===== src/rtl/dma_copy_engine.sv =====
// Block-copy DMA engine: reads one word, buffers it, writes it, repeated len times.
// Drives the DMA requester port of the memory controller; outputs depend only on registers.
module dma_copy_engine #(
  parameter int DATA_WIDTH = 32,
  parameter int ADDR_WIDTH = 16,
  parameter int LEN_WIDTH  = 16
) (
  input  logic                  clk,
  input  logic                  rst_n,
  input  logic                  start,
  input  logic                  abort,
  input  logic [ADDR_WIDTH-1:0] src_addr,
  input  logic [ADDR_WIDTH-1:0] dst_addr,
  input  logic [LEN_WIDTH-1:0]  len,
  output logic                  busy,
  output logic                  done,
  output logic                  aborted,
  output logic [LEN_WIDTH-1:0]  words_done,
  output logic                  DMAEn,
  output logic                  DMAWrEn,
  output logic [ADDR_WIDTH-1:0] DMAAddr,
  output logic [DATA_WIDTH-1:0] DMAData,
  input  logic [DATA_WIDTH-1:0] DMAOut,
  input  logic                  DMAValid
);

  typedef enum logic [1:0] {
    IDLE   = 2'd0,
    RD_REQ = 2'd1,
    WR_REQ = 2'd2,
    FINISH = 2'd3
  } state_t;

  state_t                r_state;
  state_t                w_nextState;
  logic [ADDR_WIDTH-1:0] r_srcAddr;
  logic [ADDR_WIDTH-1:0] r_dstAddr;
  logic [LEN_WIDTH-1:0]  r_len;
  logic [LEN_WIDTH-1:0]  r_index;
  logic [DATA_WIDTH-1:0] r_buffer;
  logic                  r_aborted;
  logic [LEN_WIDTH-1:0]  w_indexInc;
  logic [ADDR_WIDTH-1:0] w_indexAddr;
  logic                  w_inRequest;
  logic                  w_takeAbort;

  assign w_indexInc  = r_index + LEN_WIDTH'(1);
  assign w_indexAddr = ADDR_WIDTH'(r_index);
  assign w_inRequest = (r_state == RD_REQ) || (r_state == WR_REQ);
  assign w_takeAbort = w_inRequest && abort;

  always_ff @(posedge clk or negedge rst_n) begin
    if (!rst_n) begin
      r_state <= IDLE;
    end else begin
      r_state <= w_nextState;
    end
  end

  // Abort outranks a coincident DMAValid for the state change; the write still counts below.
  always_comb begin
    w_nextState = r_state;
    case (r_state)
      IDLE: begin
        if (start) begin
          w_nextState = (len == '0) ? FINISH : RD_REQ;
        end
      end
      RD_REQ: begin
        if (abort) begin
          w_nextState = IDLE;
        end else if (DMAValid) begin
          w_nextState = WR_REQ;
        end
      end
      WR_REQ: begin
        if (abort) begin
          w_nextState = IDLE;
        end else if (DMAValid) begin
          w_nextState = (w_indexInc == r_len) ? FINISH : RD_REQ;
        end
      end
      FINISH: begin
        w_nextState = IDLE;
      end
      default: begin
        w_nextState = IDLE;
      end
    endcase
  end

  // The word index doubles as the completed-write count, so one counter serves both.
  always_ff @(posedge clk or negedge rst_n) begin
    if (!rst_n) begin
      r_srcAddr <= '0;
      r_dstAddr <= '0;
      r_len     <= '0;
      r_index   <= '0;
      r_buffer  <= '0;
      r_aborted <= 1'b0;
    end else begin
      r_aborted <= w_takeAbort;
      case (r_state)
        IDLE: begin
          if (start) begin
            r_srcAddr <= src_addr;
            r_dstAddr <= dst_addr;
            r_len     <= len;
            r_index   <= '0;
          end
        end
        RD_REQ: begin
          if (DMAValid) begin
            r_buffer <= DMAOut;
          end
        end
        WR_REQ: begin
          if (DMAValid) begin
            r_index <= w_indexInc;
          end
        end
        default: begin
        end
      endcase
    end
  end

  always_comb begin
    busy       = w_inRequest;
    done       = (r_state == FINISH);
    aborted    = r_aborted;
    words_done = r_index;
    DMAEn      = w_inRequest;
    DMAWrEn    = (r_state == WR_REQ);
    DMAAddr    = '0;
    DMAData    = '0;
    if (r_state == RD_REQ) begin
      DMAAddr = r_srcAddr + w_indexAddr;
    end else if (r_state == WR_REQ) begin
      DMAAddr = r_dstAddr + w_indexAddr;
      DMAData = r_buffer;
    end
  end

endmodule


===== config.mk =====
export PLATFORM = sky130hd
export DESIGN_NAME = dma_copy_engine
export DESIGN_NICKNAME = d
export VERILOG_FILES = /design/src/rtl/dma_copy_engine.sv
export SDC_FILE = /design/constraint.sdc
export NUM_CORES = 1
export LEC_CHECK = 0
export CAP_MARGIN = 30
export CORE_MARGIN = 1
export CORE_UTILIZATION = 50
export DETAILED_ROUTE_END_ITERATION = 6
export HOLD_SLACK_MARGIN = 0.1
export PLACE_DENSITY = 0.81
export SKIP_LAST_GASP = 1
export SYNTH_ARGS = -nofsm -noshare
export SYNTH_HDL_FRONTEND = slang
export SYNTH_SLANG_ARGS = --single-unit

===== constraint.sdc =====
create_clock -name clk -period 3.27 [get_ports clk]
set_input_delay 0.327 -clock clk [delete_from_list [all_inputs] [get_ports clk]]
set_output_delay 0.327 -clock clk [all_outputs]
set_load 0.005 [all_outputs]

**I/O nets highlighted**

Scale bar: 20 um.
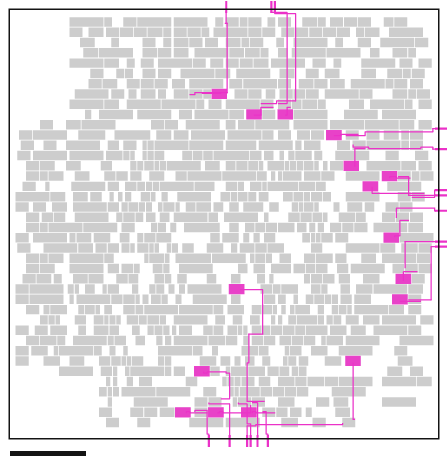
| port | color | direction | edge | end cells | wire |
|---|---|---|---|---|---|
| src_addr | magenta | input | 7 right, 6 bottom, 3 top | 16 | 482 um |

**Congestion heat map**

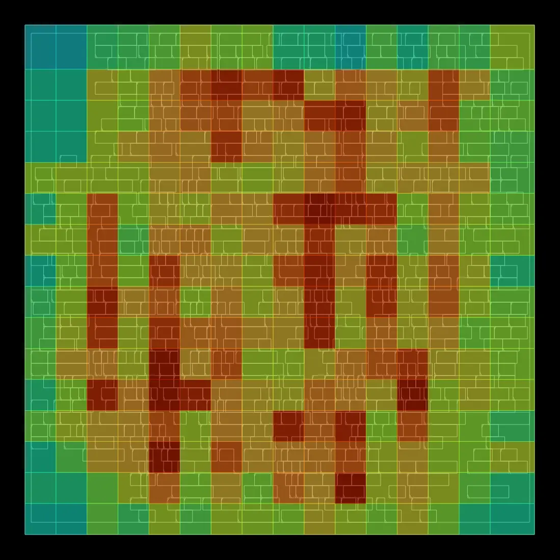
GR Util All Layers: 26.8%
M2 GR Usage: 44.5%
DR WL/cell: 18.0 um
met1 Resource Use GR: 34.3%

==> results_slide.txt <==
Implementation Results

Outcome
  – Status: complete, no violations

Setup path
  – FF-to-FF setup slack: 0.71 ns
  – Arr. time, crit path: 2.94 ns
  – Critical path startpoint: words_done[1]
  – CP Max Fanout: 3
  – CP endpoint kind: output pin
  – Worst R2R Path Depth: 10
  – Worst endpoint required time: between 2 and 3 ns
  – Startpoint Class: flip-flop
  – WS Path Type: flip-flop to output pin
  – R2R Path Start: words_done[0]

Logic synthesis
  – Synthesis warning total: 0
  – Post-synth EDFFs: 0
  – Post-synth cell types: roughly 60
  – Synth Seq Share: 40.0%
  – Flops & latches, synth: 99
  – Top post-synthesis cells by count: dfrtp_1, mux2_2, ha_1
  – Synth Area per Inst: 10.4 sq um
  – Adder Share, Synth: under 10%
  – Comb area leader: AND-OR/OR-AND gates
  – Floorplan Nets: 718
  – AO/OA Area Share: 15.1%
  – Post-Syn Area: 0.00620 sq mm
  – Mux area share: 15.0%
  – Xor/xnor share: 6.50%
  – Most numerous cell in the Yosys netlist: dfrtp_1
  – Synth async-reset ratio: 100%
  – Chip area line of the yosys report: 0.00620 sq mm
  – Yosys cell count: 595
  – Primary FF master, synth: dfrtp_1
  – Top cells by area, synth: dfrtp_1, mux2_2, ha_1
  – Area leader share: 40.0%
  – Simple share: 12.8%
  – Synthesized instance count: 595
  – Cell type with the largest total area: dfrtp_1

Timing
  – WHS: 0.495 ns
  – # setup viols final: 0
  – Final Hold Vio Count: 0
  – Final setup TNS: 0 ns
  – Fin crit period: 3.27 ns
  – Post-layout period usage: 99.9%
  – Unrepaired setup endpoints after global routing: true
  – Clock skew: 0.00794 ns
  – Slew @ Worst Pin: 0.767 ns
  – Relative slew slack: 48.8%
  – Final Max Slew Viols: 0
  – Fmax: 0.306 GHz

Power
  – Pwr dens: 737 mW/mm^2
  – Peak supply drop: 0.000519 V
  – Cell leakage power: between 3 and 4 nW

Floorplanning
  – Die ar.: 0.0128 sq mm
  – Die y size: 113 um
  – Die width: 113 um
  – Io pins: 154
  – Floorplan Utilization: 51.4%
  – Core Region: 0.0121 sq mm
  – Core Rows: roughly 40

Run
  – OpenROAD warnings: 32
  – Max Cap Viol: 0

CTS
  – Clk root buf: clkbuf_16
  – TritonCTS buffer count: 9
  – Insertion Delay late pin: 0.36 ns
  – Clk pin slew, worst setup/hold paths: 0.07 ns
  – TritonCTS clock tree: built
  – Longest Clk Path Bufs: 2
  – H-tree depth: 3
  – Clock sink count: 99

Routing
  – First DRT Iteration DRCs: 307
  – Via density: 5.66
  – Drt first pass iters: 4
  – Post-DRT Antenna Nets: 0
  – Drt drc: 0

Place
  – # port buffers: 153
  – Post-DP HPWL: 12.5 mm
  – GPL Wtd Cong: just over 0.9

GRT
  – Pin count of the biggest net entering global routing: 52
  – Total global routing overflow: 0
  – Initial antenna violation count: 0
  – First-pass GRT wire length: 26.7 mm
  – Via count of the first global-routing pass: about 5200

Layout
  – Area Overhead vs Synth: 38.0%
  – N_diodes: 0
  – Share of cells above drive strength 1: 23.2%
  – Nets: 892

Worst hold path
  – Hold Path Cell Cnt: 1
  – Hold path start: r_buffer[24]
  – Hold Crit Class: flip-flop to flip-flop
**Where the registers sit**

Scale bar: 20 um. Other sequential cells in the stronger gray, the rest of the logic in the fainter gray.
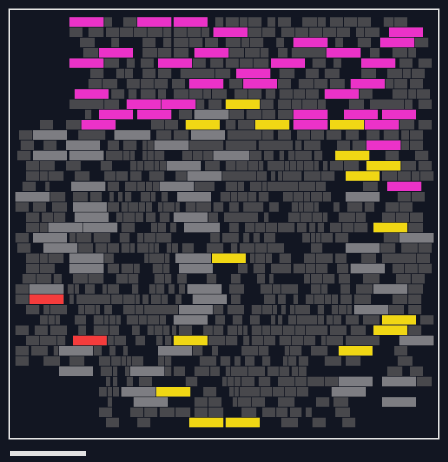
| name in the netlist | color | sequential cells |
|---|---|---|
| r_buffer | magenta | 32 |
| r_state | red | 2 |
| r_srcAddr | yellow | 16 |
flop share of the area: 29.0%
Flop area: 0.00248 sq mm
Seq. pwr: 2.13 mW

**M1 wires**

Scale bar: 20 um. Supply wires on this layer in gray.
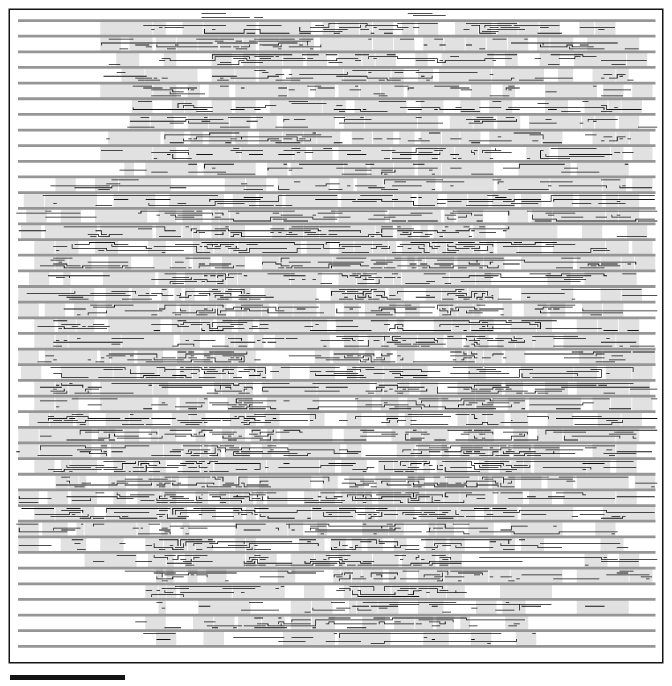
main direction: horizontal
wire length on this layer: 7320 um
longest straight run: 40.9 um
share of all routed wire: 43%
nets with wire on the layer: 803
DR vias: 5327
Final Routed Wirelength: 17.0 mm

-- repair_timing --
item / CTS / global route
hold endpoints to repair: 49 / 0
resized: 20 / 25
buffers inserted: 6 / 12
endpoints found under the setup margin: 7 / 11
pin swaps: 12 / 27
hold buffers: 1 / 0
-- path summary, 6_finish.rpt --
kind                            endpoint
hold / removal              r_buffer[24]
hold reg to reg             r_buffer[24]
max in group asynchronous  r_dstAddr[12]
min in group asynchronous   r_buffer[29]
setup reg to reg              r_state[1]
setup / recovery             DMAAddr[11]
-- worst max-delay path: stages, from the launching register on --
cell	delay, ns
dfrtp_2	0.40
buf_4	0.14
ha_4	0.24
a211o_1	0.34
a211oi_2	0.26
o21bai_2	0.13
o21ai_2	0.17
nand2b_1	0.09
xnor2_1	0.14
a22o_1	0.17
clkdlybuf4s50_1	0.49
-- flip-flops by register name, summed over array words and instances, names as in the netlist --
name	count
aborted	1
r_srcAddr	16
r_len	16
r_state	2
r_buffer	32
words_done	16
r_dstAddr	16
-- metal layers --
| layer | vias to the layer above | wire length (um) | GRT usage (%) |
|---|---|---|---|
| met3 | 38 | 947 | 6.11 |
| li1 | 2504 | - | - |
| met1 | 2575 | 7320 | 34.3 |
| met4 | 0 | 367 | 9.82 |
| met5 | - | 0 | 0 |
| met2 | 210 | 8350 | 44.5 |
-- report_power, final --
| group | leakage (nW) | internal [mW] | total (mW) | switching [mW] |
|---|---|---|---|---|
| sequential | 1.19 | 1.77 | 2.13 | 0.366 |
| combinational | 2.42 | 1.76 | 3.16 | 1.41 |
| clock | 0.130 | 0.520 | 1.01 | 0.489 |
-- final cells by class --
class	instances	area (sq um)
Multi-Input combinational cell	458	3710
Fill cell	873	3510
Clock buffer	9	225
Timing Repair Buffer	191	1840
Tap cell	168	210
Clock inverter	6	48.8
Sequential cell	99	2480
Inverter	10	37.5
-- metrics by stage --
step	util [%]	instances	instance area (sq um)	worst slack (ns)	total power, mW
global route	70.9	941	8550	-0.125	6.69
floorplan	-	595	6200	0.734	3.98
finish	70.9	941	8550	0.00365	6.30
detailed placement	66.1	907	7970	0.0520	5.15
CTS	69.3	929	8360	-0.209	6.24
global placement	66.1	907	7970	0.153	5.01
-- layout by cell type (no fill, tap or decap), types with 5 or more instances in the layout --
| master | count |
|---|---|
| xor2_1 | 16 |
| clkbuf_16 | 9 |
| a211oi_1 | 5 |
| a21o_1 | 14 |
| nor2_1 | 27 |
| and3_1 | 7 |
| xnor2_1 | 30 |
| o21ai_0 | 31 |
| o31ai_1 | 8 |
| and2_1 | 35 |
| nand3_1 | 17 |
| inv_1 | 10 |
| nand2b_1 | 8 |
| o21a_1 | 7 |
| nand2_1 | 31 |
| dlymetal6s2s_1 | 5 |
| a21oi_2 | 8 |
| a21oi_1 | 22 |
| mux2_2 | 81 |
| dfrtp_1 | 95 |
| buf_4 | 36 |
| ha_1 | 29 |
| clkdlybuf4s50_1 | 145 |
| a22o_1 | 10 |
Power and IR drop assume default switching activity.
